## config.mk

```make
export PLATFORM = sky130hd
export DESIGN_NAME = uart_rx_cfg
export DESIGN_NICKNAME = d
export VERILOG_FILES = /design/src/rtl/uart_pkg.sv /design/src/rtl/uart_baud_tick.sv /design/src/rtl/uart_rx_cfg.sv
export SDC_FILE = /design/constraint.sdc
export NUM_CORES = 1
export LEC_CHECK = 0
export ABC_CLOCK_PERIOD_IN_PS = 4240
export CORE_MARGIN = 5
export CORE_UTILIZATION = 35
export CTS_CLUSTER_DIAMETER = 50
export DETAILED_ROUTE_END_ITERATION = 12
export GPL_ROUTABILITY_DRIVEN = 0
export HOLD_SLACK_MARGIN = 0.06
export SLEW_MARGIN = 20
export SYNTH_ARGS = -nofsm -noshare
export SYNTH_HDL_FRONTEND = slang
export SYNTH_SLANG_ARGS = --single-unit
```

## constraint.sdc

```tcl
create_clock -name clk -period 4.24 [get_ports clk]
set_input_delay 0.424 -clock clk [delete_from_list [all_inputs] [get_ports clk]]
set_output_delay 0.424 -clock clk [all_outputs]
set_load 0.05 [all_outputs]
```

## src/rtl/uart_pkg.sv

```systemverilog
// Shared definitions for the configurable UART receiver: receive FSM states
// and the parity mode encodings used by the PARITY parameter.
package uart_pkg;

   localparam int PAR_NONE = 0;
   localparam int PAR_ODD  = 1;
   localparam int PAR_EVEN = 2;

   typedef enum logic [2:0] {
      ST_IDLE,
      ST_START,
      ST_DATA,
      ST_PARITY,
      ST_STOP,
      ST_WAIT_IDLE
   } rx_state_t;

endpackage

```

## src/rtl/uart_baud_tick.sv

```systemverilog
// Oversample tick generator: one-cycle tick every DIV clocks, held at phase 0
// while clear is high so the first tick lands DIV clocks after clear drops.
module uart_baud_tick #(
   parameter int DIV = 1
) (
   input  logic clk,
   input  logic rst,
   input  logic clear,
   output logic tick
);

   localparam int CW = (DIV > 1) ? $clog2(DIV) : 1;
   localparam logic [CW-1:0] LAST = CW'(DIV - 1);

   logic [CW-1:0] count;

   assign tick = !clear && (count == LAST);

   always_ff @(posedge clk or posedge rst) begin
      if (rst)
         count <= '0;
      else if (clear || tick)
         count <= '0;
      else
         count <= count + CW'(1);
   end

endmodule

```

## src/rtl/uart_rx_cfg.sv

```systemverilog
// Configurable oversampling UART receiver with 2-of-3 majority bit decisions,
// optional odd/even parity, 1 or 2 stop bits and break handling.
module uart_rx_cfg
   import uart_pkg::*;
#(
   parameter int CLK_FREQ   = 12000000,
   parameter int BAUD_RATE  = 9600,
   parameter int OVERSAMPLE = 16,
   parameter int DATA_BITS  = 8,
   parameter int PARITY     = 0,
   parameter int STOP_BITS  = 1
) (
   input  logic                 clk,
   input  logic                 rst,
   input  logic                 uart_rx,
   output logic [DATA_BITS-1:0] data,
   output logic                 valid,
   output logic                 parity_err,
   output logic                 frame_err,
   output logic                 busy
);

   localparam int DIV_RAW = CLK_FREQ / (BAUD_RATE * OVERSAMPLE);
   localparam int DIV     = (DIV_RAW < 1) ? 1 : DIV_RAW;
   localparam int SW      = $clog2(OVERSAMPLE);
   localparam logic [SW-1:0] IDX_A   = SW'(OVERSAMPLE / 2 - 1);
   localparam logic [SW-1:0] IDX_B   = SW'(OVERSAMPLE / 2);
   localparam logic [SW-1:0] IDX_C   = SW'(OVERSAMPLE / 2 + 1);
   localparam logic [SW-1:0] IDX_END = SW'(OVERSAMPLE - 1);

   if (DIV_RAW < 1 || OVERSAMPLE < 8 || OVERSAMPLE > 32 || (OVERSAMPLE % 2) != 0 ||
       DATA_BITS < 5 || DATA_BITS > 9 || PARITY < PAR_NONE || PARITY > PAR_EVEN ||
       STOP_BITS < 1 || STOP_BITS > 2) begin : g_bad_params
      $fatal(1, "uart_rx_cfg: illegal parameter combination");
   end

   rx_state_t state, state_next;

   logic                 rx_meta, rx_sync, rx_prev;
   logic                 tick;
   logic [SW-1:0]        sample_cnt;
   logic [1:0]           ones;
   logic [1:0]           votes;
   logic [3:0]           bit_cnt;
   logic [DATA_BITS-1:0] shift_reg;
   logic                 par_acc;
   logic                 stop_err;
   logic                 sample_now, decide, bit_end, maj, last_stop;

   uart_baud_tick #(.DIV(DIV)) u_tick (
      .clk   (clk),
      .rst   (rst),
      .clear (state == ST_IDLE),
      .tick  (tick)
   );

   assign sample_now = tick && (sample_cnt == IDX_A || sample_cnt == IDX_B);
   assign decide     = tick && (sample_cnt == IDX_C);
   assign bit_end    = tick && (sample_cnt == IDX_END);
   assign votes      = ones + {1'b0, rx_sync};
   assign maj        = votes[1];
   assign last_stop  = (state == ST_STOP) && decide && (bit_cnt == 4'(STOP_BITS - 1));
   assign busy       = (state != ST_IDLE);

   always_ff @(posedge clk or posedge rst) begin
      if (rst)
         state <= ST_IDLE;
      else
         state <= state_next;
   end

   // The last stop bit leaves at its majority decision rather than at bit end,
   // which gives half a bit of slack for a following start edge.
   always_comb begin
      state_next = state;
      case (state)
         ST_IDLE:
            if (rx_prev && !rx_sync) state_next = ST_START;
         ST_START:
            if (decide && maj)  state_next = ST_IDLE;
            else if (bit_end)   state_next = ST_DATA;
         ST_DATA:
            if (bit_end && bit_cnt == 4'(DATA_BITS - 1))
               state_next = (PARITY != PAR_NONE) ? ST_PARITY : ST_STOP;
         ST_PARITY:
            if (bit_end) state_next = ST_STOP;
         ST_STOP:
            if (last_stop) state_next = (stop_err || !maj) ? ST_WAIT_IDLE : ST_IDLE;
         ST_WAIT_IDLE:
            if (rx_sync) state_next = ST_IDLE;
         default:
            state_next = ST_IDLE;
      endcase
   end

   always_ff @(posedge clk or posedge rst) begin
      if (rst) begin
         rx_meta    <= 1'b1;
         rx_sync    <= 1'b1;
         rx_prev    <= 1'b1;
         sample_cnt <= '0;
         ones       <= '0;
         bit_cnt    <= '0;
         shift_reg  <= '0;
         par_acc    <= 1'b0;
         stop_err   <= 1'b0;
         data       <= '0;
         valid      <= 1'b0;
         parity_err <= 1'b0;
         frame_err  <= 1'b0;
      end else begin
         rx_meta <= uart_rx;
         rx_sync <= rx_meta;
         rx_prev <= rx_sync;
         valid   <= 1'b0;

         if (state == ST_IDLE || bit_end)
            sample_cnt <= '0;
         else if (tick)
            sample_cnt <= sample_cnt + SW'(1);

         if (state == ST_IDLE || decide)
            ones <= '0;
         else if (sample_now)
            ones <= votes;

         if (state_next != state)
            bit_cnt <= '0;
         else if (bit_end)
            bit_cnt <= bit_cnt + 4'd1;

         if (state == ST_IDLE) begin
            par_acc  <= 1'b0;
            stop_err <= 1'b0;
         end else if (decide) begin
            if (state == ST_DATA)
               shift_reg <= {maj, shift_reg[DATA_BITS-1:1]};
            if (state == ST_DATA || state == ST_PARITY)
               par_acc <= par_acc ^ maj;
            if (state == ST_STOP)
               stop_err <= stop_err | !maj;
         end

         if (last_stop) begin
            valid     <= 1'b1;
            data      <= shift_reg;
            frame_err <= stop_err | !maj;
            if (PARITY == PAR_ODD)
               parity_err <= !par_acc;
            else if (PARITY == PAR_EVEN)
               parity_err <= par_acc;
            else
               parity_err <= 1'b0;
         end
      end
   end

endmodule

```

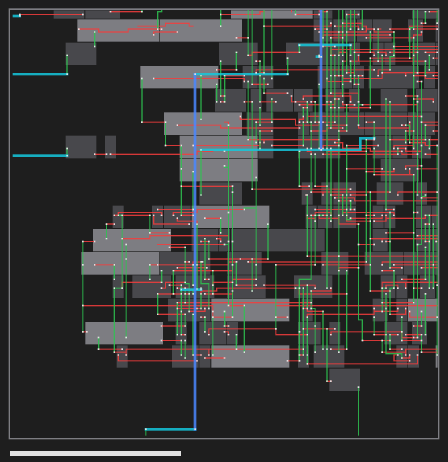
Fig. 1. Zoomed window.
The bar under the picture is 20 um long. Region (0, 0) to (50, 50) um. Cells in grey, sequential cells in the stronger grey; small squares are vias.
Key: cyan = met3; green = met2; red = met1; blue = met4
Netlist names of flops here include u_tick.count (7), ones (2). 110 logic cells have their middle in the window. Sequential cells in the window: 12. Most frequent: nor2_1 (15), nand2_1 (14), dfrtp_1 (10).

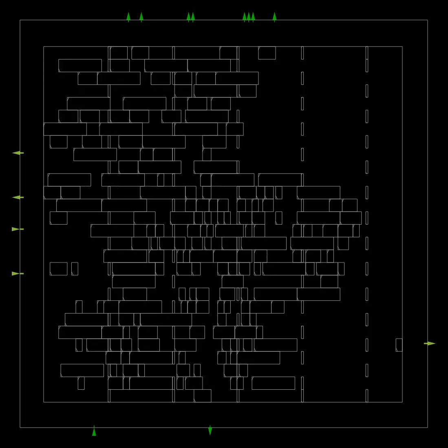
Fig. 2. Placement view.
Final Non-Filler Cells: 280
register share of the cell area: 44.07%
core area: 0.005851 mm2

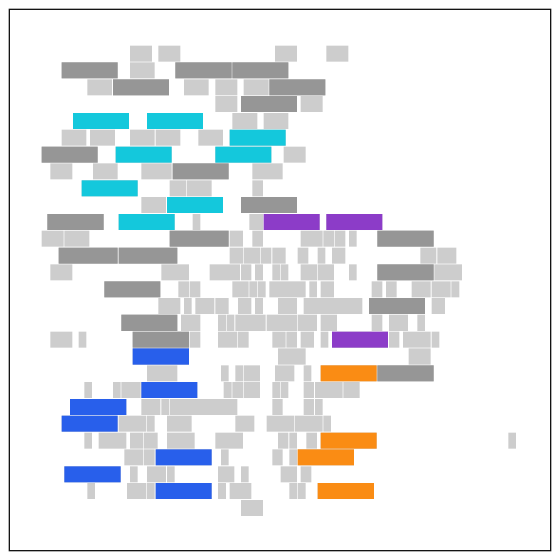
Fig. 3. Register map, names as in the netlist.
Key: purple = state [placed flops 3]; orange = sample_cnt [placed flops 4]; blue = u_tick.count [placed flops 7, where south-west]; cyan = shift_reg [placed flops 8]
Another 20 sequential cells are not coloured.
sequential power: 484 uW
Final Util: 40.91%
Seq. cell area: 0.001055 mm2

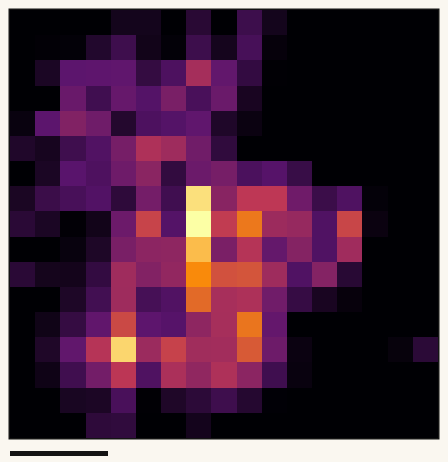
Fig. 4. Wire density map.
The bar under the picture is 20 um long. The die is cut into 17 by 17 equal tiles; black is low, pale yellow is high, scaled to the fullest tile. Values are wire area over tile area, all layers added.
5.5% of the tiles are over half the peak. The mean over all tiles is 0.073. The emptiest ninth of the die: north-east.
Vias: 1382
DR WL/cell: 12.86 um
routed wire length: 3600 um
GR Util All Layers: 10.40%

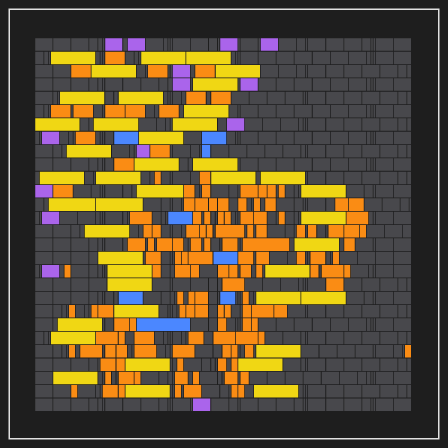
Fig. 5. Cells coloured by class.
Fill, decap, tap and diode cells in grey.
Key: orange = all other logic [cells 141, share of their area 43%]; blue = clock drivers and dummy loads [cells 8, share of their area 4.9%]; purple = other buffers and delay cells [cells 14, share of their area 6.0%]; yellow = flip-flops [cells 42, share of their area 46%]
row count: 28
cell area after layout: 0.002394 mm2

cells by family (layout without fill, tap and decap cells):
logic type	count (synthesis)	count (layout)	share of synthesized area, %
AND/OR/NAND/NOR	75	75	20.47
flip-flops	42	42	50.45
AND-OR/OR-AND	20	20	6.883
multiplexers	17	17	9.036
buffers and inverters	15	31	3.590
XOR/XNOR	11	11	4.608
adder cells (fa/ha/maj)	8	8	4.788
other	1	1	0.1794
power by group through the flow:
stage	registers, uW	clock network [uW]	logic, uW
floorplan	479	0	100
global placement	490	0	119
detailed placement	490	0	121
CTS	483	328	122
global route	490	341	140
finish	484	318	120
worst max path at each step:
stage / from / end / slack, ns / depth (start not counted)
final: state[2] / busy / 1.72 / 3
after global routing: state[2] / busy / 1.62 / 3
after CTS: state[2] / busy / 1.72 / 3
after detailed placement: u_tick.count[1] / bit_cnt[3] / 1.99 / 7
after global placement: sample_cnt[1] / bit_cnt[3] / 2.01 / 7
after floorplan: u_tick.count[1] / bit_cnt[0] / 2.15 / 7
layer usage:
layer / up-vias / track usage [%] / wire length (um) / share of wire (%)
li1: 686 / - / - / -
met1: 675 / 14.03 / 1785 / 50
met2: 16 / 16.30 / 1662 / 46
met3: 5 / 1.987 / 83 / 2.3
met4: 0 / 4.324 / 68 / 1.9
met5: - / 0 / 0 / 0
stage by stage:
step	worst slack, ns	power [uW]	cell area (um2)	hold slack [ns]	std cells
3_5_place_dp	1.992	611.5	2281	0.3468	272
4_1_cts	1.723	932.8	2394	0.3603	280
5_1_grt	1.619	971.1	2394	0.3650	280
2_1_floorplan	2.155	579.8	2091	0.3452	189
6_report	1.717	921.6	2394	0.3595	280
3_3_place_gp	2.008	608.5	2281	0.3462	272
==> out/qor.txt <==
DP HPWL: 2588 um
Flop pwr share: 52.5%
WHS Path Cells: 0
Clock Skew: 0.01017 ns
Top cells by area: dfrtp_1 (47%), mux2_2 (8.1%), ha_1 (4.8%)
Area delta synth->final: 14.48%
Worst slew pin tran: 0.9225 ns
CTS Buffer Depth: 2
Synth area leader: dfrtp_1
Fraction of registers with async set/reset: 100.0%
Fillers: 570
Synth warnings: 0
P per Cell Area: 385.0 mW/mm2
Non-clock buffers: 14
Ys cells: 189
Slowest CP cell: clkdlybuf4s50_1
Layout cell share with drive strength beyond 1: 17.56%
Setup repair bufs after CTS: 0
Status: finished clean
RSZ-0062 raised after global routing: false
Registers: 42
EDFF count, synth: 0
VDD IR max: 0.2243 mV
Comb area share: 40.15%
CTS sink count: 42
Htree depth: 2
Top-count cell post-synth: dfrtp_1
Synth Seq Share: 50.45%
Largest net degree at the start of global routing: 27
Final ANT Viol Nets: 0
Power and IR drop assume default switching activity.
